Figure 1. Register map, names as in the netlist (run 1).
Bar = 20 um. Other sequential cells in the stronger gray, the rest of the logic in the fainter gray.
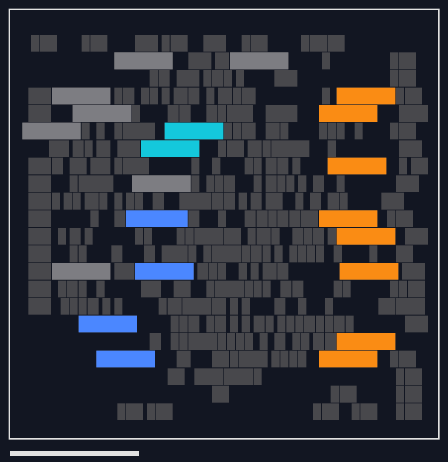
Figure 2. The metal 1 layer (run 1).
Bar = 20 um. Supply wires on this layer in gray.
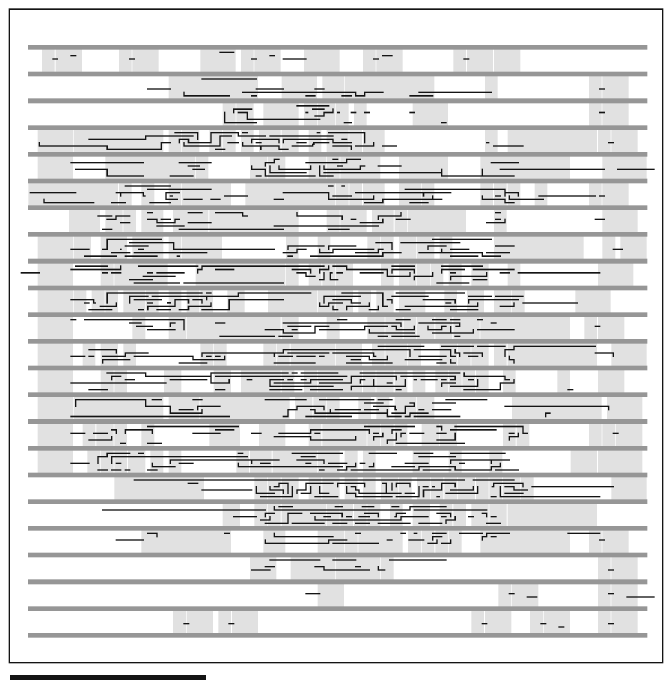
Figure 3. Signal wires by layer (run 1).
Only two layers are drawn.
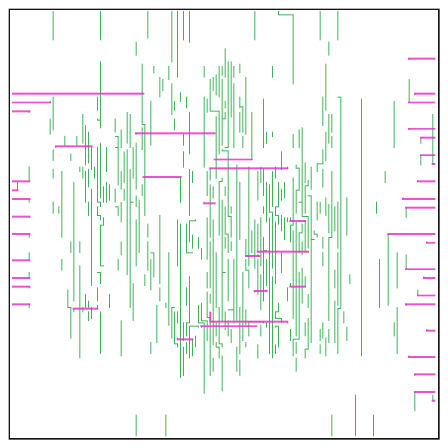
Figure 4. Wires at chosen ports, followed through buffers (run 1).
Bar = 20 um.
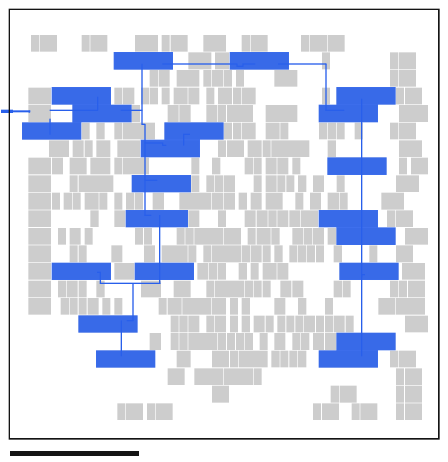
## config.mk

```make
export PLATFORM = sky130hd
export DESIGN_NAME = operand_rom_streamer
export DESIGN_NICKNAME = d
export VERILOG_FILES = /design/src/rtl/operand_rom_streamer.sv
export SDC_FILE = /design/constraint.sdc
export NUM_CORES = 1
export LEC_CHECK = 0
export ABC_AREA = 1
export CORE_MARGIN = 1.5
export CORE_UTILIZATION = 43
export CTS_BUF_LIST = sky130_fd_sc_hd__clkbuf_4 sky130_fd_sc_hd__clkbuf_8 sky130_fd_sc_hd__clkbuf_16
export DETAILED_ROUTE_END_ITERATION = 6
export GPL_TIMING_DRIVEN = 0
export PLACE_DENSITY = 0.76
export SYNTH_ARGS = -nofsm -noshare
export SYNTH_HDL_FRONTEND = slang
export SYNTH_SLANG_ARGS = --single-unit
```

## constraint.sdc

```tcl
create_clock -name clk -period 1.79 [get_ports clk]
set_clock_uncertainty 0.15 [all_clocks]
set_input_delay 0.179 -clock clk [delete_from_list [all_inputs] [get_ports clk]]
set_output_delay 0.179 -clock clk [all_outputs]
set_load 0.05 [all_outputs]
```

## src/rtl/operand_rom_streamer.sv

```systemverilog
// Clocked operand ROM that streams a single word or a wrapping burst over valid/ready.
// Optional build macro OPROM_TRISTATE_EN floats d whenever en is low.
module operand_rom_streamer #(
  parameter int unsigned DATA_W = 32,
  parameter int unsigned ADDR_W = 4
) (
  input  logic              clk,
  input  logic              rst_n,
  input  logic              en,
  input  logic              start,
  input  logic              mode,
  input  logic [ADDR_W-1:0] addr_start,
  input  logic [ADDR_W-1:0] len,
  input  logic              rd_ready,
  output logic [DATA_W-1:0] d,
  output logic              d_valid,
  output logic              busy,
  output logic              done
);

  typedef enum logic [1:0] {
    S_IDLE = 2'd0,
    S_LOAD = 2'd1,
    S_HOLD = 2'd2
  } state_e;

  state_e            state_q;
  logic [ADDR_W-1:0] addr_q;
  logic [ADDR_W-1:0] cnt_q;
  logic [ADDR_W-1:0] addr_inc;
  logic [DATA_W-1:0] d_q;
  logic              d_valid_q;
  logic              busy_q;
  logic              done_q;

  // Constant table; entries beyond 15 read zero, values zero-extended to DATA_W.
  function automatic logic [DATA_W-1:0] rom_word(input logic [ADDR_W-1:0] a);
    logic [7:0] v;
    v = 8'd0;
    case (32'(a))
      32'd0:   v = 8'd5;
      32'd1:   v = 8'd7;
      32'd2:   v = 8'd14;
      32'd3:   v = 8'd15;
      32'd4:   v = 8'd31;
      32'd5:   v = 8'd55;
      32'd6:   v = 8'd87;
      32'd7:   v = 8'd63;
      32'd8:   v = 8'd48;
      32'd9:   v = 8'd50;
      32'd10:  v = 8'd49;
      32'd11:  v = 8'd54;
      32'd12:  v = 8'd47;
      32'd13:  v = 8'd144;
      32'd14:  v = 8'd104;
      32'd15:  v = 8'd105;
      default: v = 8'd0;
    endcase
    return DATA_W'(v);
  endfunction

  assign addr_inc = addr_q + ADDR_W'(1);

  // Control FSM; en low drops straight to idle without a done pulse.
  always_ff @(posedge clk or negedge rst_n) begin
    if (!rst_n) begin
      state_q   <= S_IDLE;
      addr_q    <= '0;
      cnt_q     <= '0;
      d_q       <= '0;
      d_valid_q <= 1'b0;
      busy_q    <= 1'b0;
      done_q    <= 1'b0;
    end else begin
      done_q <= 1'b0;
      if (!en) begin
        state_q   <= S_IDLE;
        d_valid_q <= 1'b0;
        busy_q    <= 1'b0;
      end else begin
        case (state_q)
          S_IDLE: begin
            if (start) begin
              addr_q  <= addr_start;
              cnt_q   <= mode ? len : '0;
              state_q <= S_LOAD;
              busy_q  <= 1'b1;
            end
          end
          S_LOAD: begin
            d_q       <= rom_word(addr_q);
            d_valid_q <= 1'b1;
            state_q   <= S_HOLD;
          end
          S_HOLD: begin
            if (rd_ready) begin
              if (cnt_q != '0) begin
                addr_q <= addr_inc;
                d_q    <= rom_word(addr_inc);
                cnt_q  <= cnt_q - ADDR_W'(1);
              end else begin
                d_valid_q <= 1'b0;
                done_q    <= 1'b1;
                busy_q    <= 1'b0;
                state_q   <= S_IDLE;
              end
            end
          end
          default: begin
            state_q   <= S_IDLE;
            d_valid_q <= 1'b0;
            busy_q    <= 1'b0;
          end
        endcase
      end
    end
  end

`ifdef OPROM_TRISTATE_EN
  assign d = en ? d_q : {DATA_W{1'bz}};
`else
  assign d = d_q;
`endif
  assign d_valid = d_valid_q;
  assign busy    = busy_q;
  assign done    = done_q;

endmodule
```

==> flow_metrics.env, run 1 <==
# implementation run metrics
export IMPL_routabilityCongestion=0.906
export IMPL_seq_share=0.237
export IMPL_cp_startpoint="d[4]$_DFFE_PN0P_"
export IMPL_top_cell_area_share=0.304
export IMPL_path_buffers=1
export IMPL_p_leak_nw=1.22
export IMPL_yosysMostFrequentCell="nand2_1"
export IMPL_met1_usage=0.238
export IMPL_rsz0062_at_grt="true"
export IMPL_fill_cells=364
export IMPL_yosys_top_cells_count="72 x nand2_1, 29 x nor2_1, 26 x inv_1"
export IMPL_min_path_type="in -> async"
export IMPL_grt_busiest_layer="met2"
export IMPL_numCtsBuffers=3
export IMPL_hold_violations=0
export IMPL_htree_num_levels=1
export IMPL_setup_viol=0
export IMPL_hold_buffers=0
export IMPL_drive_gt1_frac=0.183
export IMPL_cts_sinks=21
export IMPL_antenna_found_initial=0
export IMPL_period_needed_ns=1.75
export IMPL_grtUsageMet3=0.0307
export IMPL_endpoint_kind="output port"
export IMPL_register_area_um2=527
export IMPL_required_ns=1.46
export IMPL_wl_met3_um=199
export IMPL_maxCapViolations=0
export IMPL_swShare=0.540
export IMPL_syn_area_per_cell_um2=6.74
export IMPL_comb_area_um2=977
export IMPL_post_place_ws_ns=-0.313
export IMPL_nNonClkInverters=28
export IMPL_async_flop_share=1.00
export IMPL_worstSetupPathType="reg -> out"
export IMPL_postRouteAntennaNets=0
export IMPL_syn_inst=256
export IMPL_tool_warnings=34
export IMPL_max_freq_mhz=573
export IMPL_clock_latency_ns=0.26
export IMPL_mostFrequentLayoutCell="nand2_1"
export IMPL_row_count=22
export IMPL_crit_family="buffers and inverters"
export IMPL_combPwrFrac=0.692
export IMPL_highest_layer="met4"
export IMPL_slew_violations=0
export IMPL_core_area_um2=3770
export IMPL_final_cell_mix="72 x nand2_1, 29 x buf_4, 28 x nor2_1, 24 x conb_1, 23 x inv_1"
export IMPL_crit_arrival_ns=1.42
export IMPL_flops=21
export IMPL_comb_area_frac=0.439
export IMPL_dr_pass1_iters=4
export IMPL_setup_ws_ns=0.0445
export IMPL_grt_max_degree=22
export IMPL_finalCritPeriodShare=0.975
export IMPL_p_total_w=0.00392
export IMPL_p_clk_frac=0.085
export IMPL_top_cells_by_area="dfrtp_1 30%, nand2_1 16%, buf_4 10%, ha_1 6.5%, nor2_1 6.3%"
export IMPL_nNonClkBuffers=59
export IMPL_use_met2=0.288
export IMPL_whs_ns=0.276
export IMPL_antenna_cells=0
export IMPL_ys_area_um2=1730
export IMPL_yosys_most_used_dff="dfrtp_1"
export IMPL_top_area_cell="dfrtp_1"
export IMPL_run_status="finished clean"
export IMPL_met1_length_mm=1.72
export IMPL_cts_tree="built"
export IMPL_switching_power_w=0.00212
export IMPL_yosys_stat_cells=256
Notes on Figure 1 above:
orange -> `d`  # placed flops 8
blue -> `addr_q`  # placed flops 4
cyan -> `state_q`  # placed flops 2
not colored = 7
Sequential Power: 0.000873 W
final core utilization: 0.590

Notes on Figure 2 above:
nets with wire on the layer = 273
longest straight run = 33.6 um
main direction = horizontal
share of all routed wire = 48%

Notes on Figure 3 above:
green -> metal 2  # wire length 1,660 um
magenta -> metal 3  # wire length 199 um
total number of vias: 1,689
WL/cell: 10.0 um
final wirelength: 3.61 mm
gr usage total: 0.176

Notes on Figure 4 above:
blue -> `rst_n`  # bits 1, direction input, end cells 21, buffers 1, wire 157 um
IO Count: 49
PortBufs: 24

## run 1: registers in the layout (all words and copies together), names as in the netlist
name,cells
cnt_q,4
done,1
state_q,2
d_valid,1
addr_q,4
d,8
busy,1
## run 1: logic make-up (layout without fill, tap and decap cells)
| group | after synthesis | after routing | share of synthesized area |
|---|---|---|---|
| adders and majority gates | 9 | 9 | 0.0652 |
| and+or+nand+nor | 136 | 136 | 0.333 |
| buffers and inverters | 58 | 91 | 0.186 |
| AOI/OAI and AO/OA | 30 | 30 | 0.105 |
| DFF | 21 | 21 | 0.304 |
| other | 1 | 24 | 0.00217 |
| xor gates and xnor gates | 1 | 1 | 0.00507 |
## run 1: repair_timing
| action | 4_1_cts | 5_1_grt |
|---|---|---|
| setup endpoints to repair | 8 | 16 |
| gates cloned | 0 | 0 |
| gates resized | 3 | 12 |
| buffers inserted | 1 | 4 |
## run 1: power by group through the flow
stage / sequential, W / combinational, W / clock, W
final: 0.000873 / 0.00271 / 0.000334
after global routing: 0.000903 / 0.00298 / 0.000364
after CTS: 0.000882 / 0.00256 / 0.000340
after detailed placement: 0.000900 / 0.00251 / 0
after global placement: 0.000889 / 0.00250 / 0
after floorplan: 0.00124 / 0.00157 / 0
## run 1: worst paths after layout
kind / end / slack (ns) / depth (start not counted)
hold reg to reg: d[2]$_DFFE_PN0P_ / 0.33 / 2
setup / recovery: d[4] / 0.04 / 1
min in group clk: d[2]$_DFFE_PN0P_ / 0.33 / 2
max in group asynchronous: addr_q[1]$_DFFE_PN0P_ / 0.59 / 1
hold / removal: cnt_q[3]$_DFFE_PN0P_ / 0.28 / 1
setup reg to reg: d[3]$_DFFE_PN0P_ / 0.11 / 10
==> inputs of run 2 (changes only) <==
Settings changed: SKIP_CTS_REPAIR_TIMING set to 1.
==> run 2 against run 1 <==
- global-route usage about the same
- fmax about the same
- critical endpoint unchanged
- highest routed layer unchanged
- critical path type unchanged
- setup slack about the same
- register-to-register slack worse by 0.05 ns
==> flow_metrics.env, run 2 <==
# implementation run metrics
export IMPL_run_status="finished clean"
export IMPL_switching_power_w=0.00213
export IMPL_syn_inst=256
export IMPL_row_count=22
export IMPL_dp_cells=351
export IMPL_cp_endpoint="d[4]"
export IMPL_dpl_hpwl_mm=2.74
export IMPL_final_cell_mix="72 x nand2_1, 33 x buf_4, 28 x nor2_1, 24 x inv_1, 24 x conb_1"
export IMPL_hold_violations=0
export IMPL_p_leak_nw=1.23
export IMPL_antenna_found_initial=0
export IMPL_yosys_most_used_dff="dfrtp_1"
export IMPL_yosysMostFrequentCell="nand2_1"
export IMPL_r2r_end="d[3]$_DFFE_PN0P_"
export IMPL_dr_pass1_iters=4
export IMPL_setup_viol=0
export IMPL_grt_max_degree=22
export IMPL_cp_startpoint="d[4]$_DFFE_PN0P_"
export IMPL_rsz0062_at_grt="true"
export IMPL_peakVddDrop_uv=996
export IMPL_core_area_um2=3770
export IMPL_r2r_slack_ns=0.06
export IMPL_tool_warnings=34
export IMPL_whs_ns=0.274
export IMPL_ys_area_um2=1730
export IMPL_min_path_type="in -> async"
export IMPL_async_flop_share=1.00
export IMPL_final_util=0.600
export IMPL_clock_latency_ns=0.26
export IMPL_antenna_cells=0
export IMPL_post_place_ws_ns=-0.313
export IMPL_worstSetupPathType="reg -> out"
export IMPL_vias=1693
export IMPL_top_cell_area_share=0.304
export IMPL_worstSetupPathDepth=1
export IMPL_io_buffers=24
export IMPL_crit_family="buffers and inverters"
export IMPL_grt_total_usage=0.176
export IMPL_p_clk_frac=0.083
export IMPL_crit_arrival_ns=1.42
export IMPL_swShare=0.534
export IMPL_drive_gt1_frac=0.196
export IMPL_numCtsBuffers=3
export IMPL_postRouteAntennaNets=0
export IMPL_cts_sinks=21
export IMPL_yosys_top_cells_count="72 x nand2_1, 29 x nor2_1, 26 x inv_1"
export IMPL_max_freq_mhz=573
export IMPL_slew_violations=0
export IMPL_top_cells_by_area="dfrtp_1 30%, nand2_1 16%, buf_4 10%, ha_1 6.5%, nor2_1 6.3%"
export IMPL_setup_ws_ns=0.0448
export IMPL_design_portCount=49
export IMPL_mostFrequentLayoutCell="nand2_1"
export IMPL_endpoint_kind="output port"
export IMPL_largest_reg_flops=8
export IMPL_wire_per_inst_um=10.1
export IMPL_period_needed_ns=1.75
export IMPL_tightest_slew_ns=0.911
export IMPL_combPwrFrac=0.697
export IMPL_yosys_stat_cells=256
export IMPL_top_area_cell="dfrtp_1"
export IMPL_required_ns=1.46
export IMPL_routabilityCongestion=0.906
export IMPL_htree_num_levels=1
export IMPL_finalCritPeriodShare=0.975
export IMPL_syn_area_per_cell_um2=6.74
export IMPL_cts_tree="built"
[run 2: cell counts after synthesis]
Identical to the previous run, type by type.
[run 2: layout make-up]
cell class / instances / area [um^2] / share of cell area
inverters: 28 / 109 / 0.0481
clock buffers: 4 / 48.8 / 0.0216
flip-flops and latches: 21 / 528 / 0.234
well taps: 48 / 60.1 / 0.0266
multi-input cells: 200 / 980 / 0.433
plain buffers: 30 / 223 / 0.0985
repair buffers: 33 / 313 / 0.138
[run 2: cells by family (layout without fill, tap and decap cells)]
group | count (synthesis) | count (layout) | synth area share
and+or+nand+nor | 136 | 136 | 0.333
DFF | 21 | 21 | 0.304
adders and majority gates | 9 | 9 | 0.0652
AOI/OAI and AO/OA | 30 | 30 | 0.105
buffers and inverters | 58 | 95 | 0.186
other | 1 | 24 | 0.00217
xor gates and xnor gates | 1 | 1 | 0.00507
[run 2: metal layers]
layer,GRT usage,vias up,wire length (um)
li1,-,892,-
met1,0.239,732,1680
met2,0.289,64,1730
met3,0.0307,5,237
met4,0.0408,0,22
met5,0,-,0
[run 2: power groups by stage]
stage | clock, W | sequential [W] | combinational (W)
6_report | 0.000332 | 0.000877 | 0.00278
3_3_place_gp | 0 | 0.000889 | 0.00250
4_1_cts | 0.000340 | 0.000892 | 0.00253
5_1_grt | 0.000364 | 0.000908 | 0.00305
3_5_place_dp | 0 | 0.000900 | 0.00251
2_1_floorplan | 0 | 0.00124 | 0.00157
[run 2: stage by stage]
step	TNS (ns)	total power [W]
after floorplan	0	0.00281
after global placement	-1.05	0.00339
after detailed placement	-1.03	0.00341
after CTS	-1.17	0.00376
after global routing	-0.0370	0.00432
final	0	0.00399
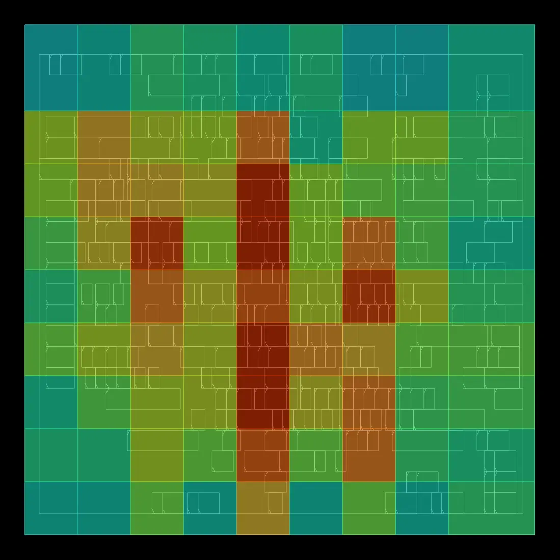
Figure 5: run 2, congestion heat map.
layer with the highest usage: met2
met2 Resource Use GR: 0.289

==> inputs of run 3 (changes only) <==
Settings changed: RECOVER_POWER set to 25.
==> run 3 against run 2 <==
- cell count unchanged
- highest routed layer unchanged
- setup slack improved by 0.00063 ns
- register-to-register slack about the same
- critical path depth unchanged
- power decreased by 0.13%
- combinational power about the same
- count of clock-buffer cells in the layout unchanged
- global-route usage unchanged
- first-iteration DRC count decreased by 1.9%
- utilization decreased by 0.066 points
- sequential share of layout area about the same
==> flow_metrics.env, run 3 <==
# implementation run metrics
export IMPL_row_count=22
export IMPL_top_cells_by_area="dfrtp_1 30%, nand2_1 16%, buf_4 10%, ha_1 6.5%, nor2_1 6.3%"
export IMPL_final_util=0.599
export IMPL_yosys_stat_cells=256
export IMPL_cts_sinks=21
export IMPL_nNonClkInverters=28
export IMPL_yosys_top_cells_count="72 x nand2_1, 29 x nor2_1, 26 x inv_1"
export IMPL_r2r_slack_ns=0.06
export IMPL_dpl_hpwl_mm=2.74
export IMPL_comb_area_frac=0.433
export IMPL_drive_gt1_frac=0.193
export IMPL_antenna_cells=0
export IMPL_async_flop_share=1.00
export IMPL_logic_gates=200
export IMPL_largest_reg_flops=8
export IMPL_register_area_um2=528
export IMPL_worstSetupPathType="reg -> out"
export IMPL_ys_area_um2=1730
export IMPL_yosys_most_used_dff="dfrtp_1"
export IMPL_min_path_type="reg -> reg"
export IMPL_core_area_um2=3770
export IMPL_p_leak_nw=1.23
export IMPL_top_cell_area_share=0.304
export IMPL_dr_pass1_iters=4
export IMPL_nClkBuffers=4
export IMPL_htree_num_levels=1
export IMPL_antenna_found_initial=0
export IMPL_grt_total_usage=0.176
export IMPL_final_cell_mix="72 x nand2_1, 33 x buf_4, 28 x nor2_1, 24 x inv_1, 24 x conb_1"
export IMPL_top_area_cell="dfrtp_1"
export IMPL_layout_nonclk_buf_frac=0.237
export IMPL_numCtsBuffers=3
export IMPL_comb_area_um2=977
export IMPL_syn_area_per_cell_um2=6.74
export IMPL_crit_arrival_ns=1.42
export IMPL_endpoint_kind="output port"
export IMPL_routabilityCongestion=0.906
export IMPL_finalCritPeriodShare=0.975
export IMPL_cts_tree="built"
export IMPL_grt_max_degree=22
export IMPL_design_portCount=49
export IMPL_slew_violations=0
export IMPL_setup_viol=0
export IMPL_period_needed_ns=1.74
export IMPL_tightest_slew_ns=0.922
export IMPL_peakVddDrop_uv=995
export IMPL_run_status="finished clean"
export IMPL_clock_cell_area_share=0.0216
[run 3: cell count changes in the layout (fill, tap and decap cells not counted)]
cell	delta
clkdlybuf4s50_1	-1
dlygate4sd3_1	+1
ha_1	+1
ha_2	-1
[run 3: where the power goes]
part | total [W] | internal (W) | switching, W | leakage (nW)
registers | 0.000876 | 0.000700 | 0.000176 | 0.258
clock network | 0.000332 | 0.000174 | 0.000158 | 0.0262
logic | 0.00277 | 0.000976 | 0.00180 | 0.948
[run 3: cell families (layout without fill, tap and decap cells)]
logic type	count (synthesis)	count (layout)	synth area share
simple gates	136	136	0.333
buf+inv	58	95	0.186
compound gates	30	30	0.105
flops	21	21	0.304
fa+ha+maj	9	9	0.0652
other cells	1	24	0.00217
xor+xnor	1	1	0.00507
[run 3: per-layer routing]
metal,global-route usage,routed length [um]
met5,0,0
met4,0.0408,12
met3,0.0307,257
met2,0.289,1760
met1,0.239,1640
[run 3: final timing paths]
| path | to | start |
|---|---|---|
| setup reg to reg | d[3]$_DFFE_PN0P_ | addr_q[0]$_DFFE_PN0P_ |
| hold / removal | d[2]$_DFFE_PN0P_ | d[2]$_DFFE_PN0P_ |
| max in group asynchronous | addr_q[0]$_DFFE_PN0P_ | rst_n |
| min in group asynchronous | cnt_q[3]$_DFFE_PN0P_ | rst_n |
| hold reg to reg | d[2]$_DFFE_PN0P_ | d[2]$_DFFE_PN0P_ |
| setup / recovery | d[4] | d[4]$_DFFE_PN0P_ |
[run 3: metrics by stage]
step	setup slack, ns	power (W)	hold slack [ns]	cells
floorplan	0.00860	0.00281	-0.267	279
global placement	-0.316	0.00339	0.315	351
detailed placement	-0.313	0.00341	0.322	351
CTS	-0.348	0.00376	0.336	355
global route	-0.0370	0.00431	0.352	364
finish	0.0454	0.00398	0.334	364
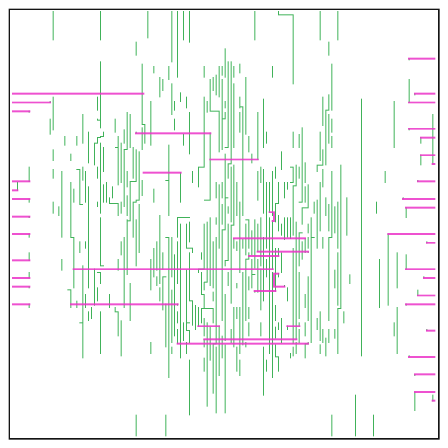
Figure 6: run 3, signal wires by layer.
Only two layers are drawn.
magenta -> metal 3  # wire length 258 um
green -> metal 2  # wire length 1,760 um

Power and IR drop assume default switching activity.
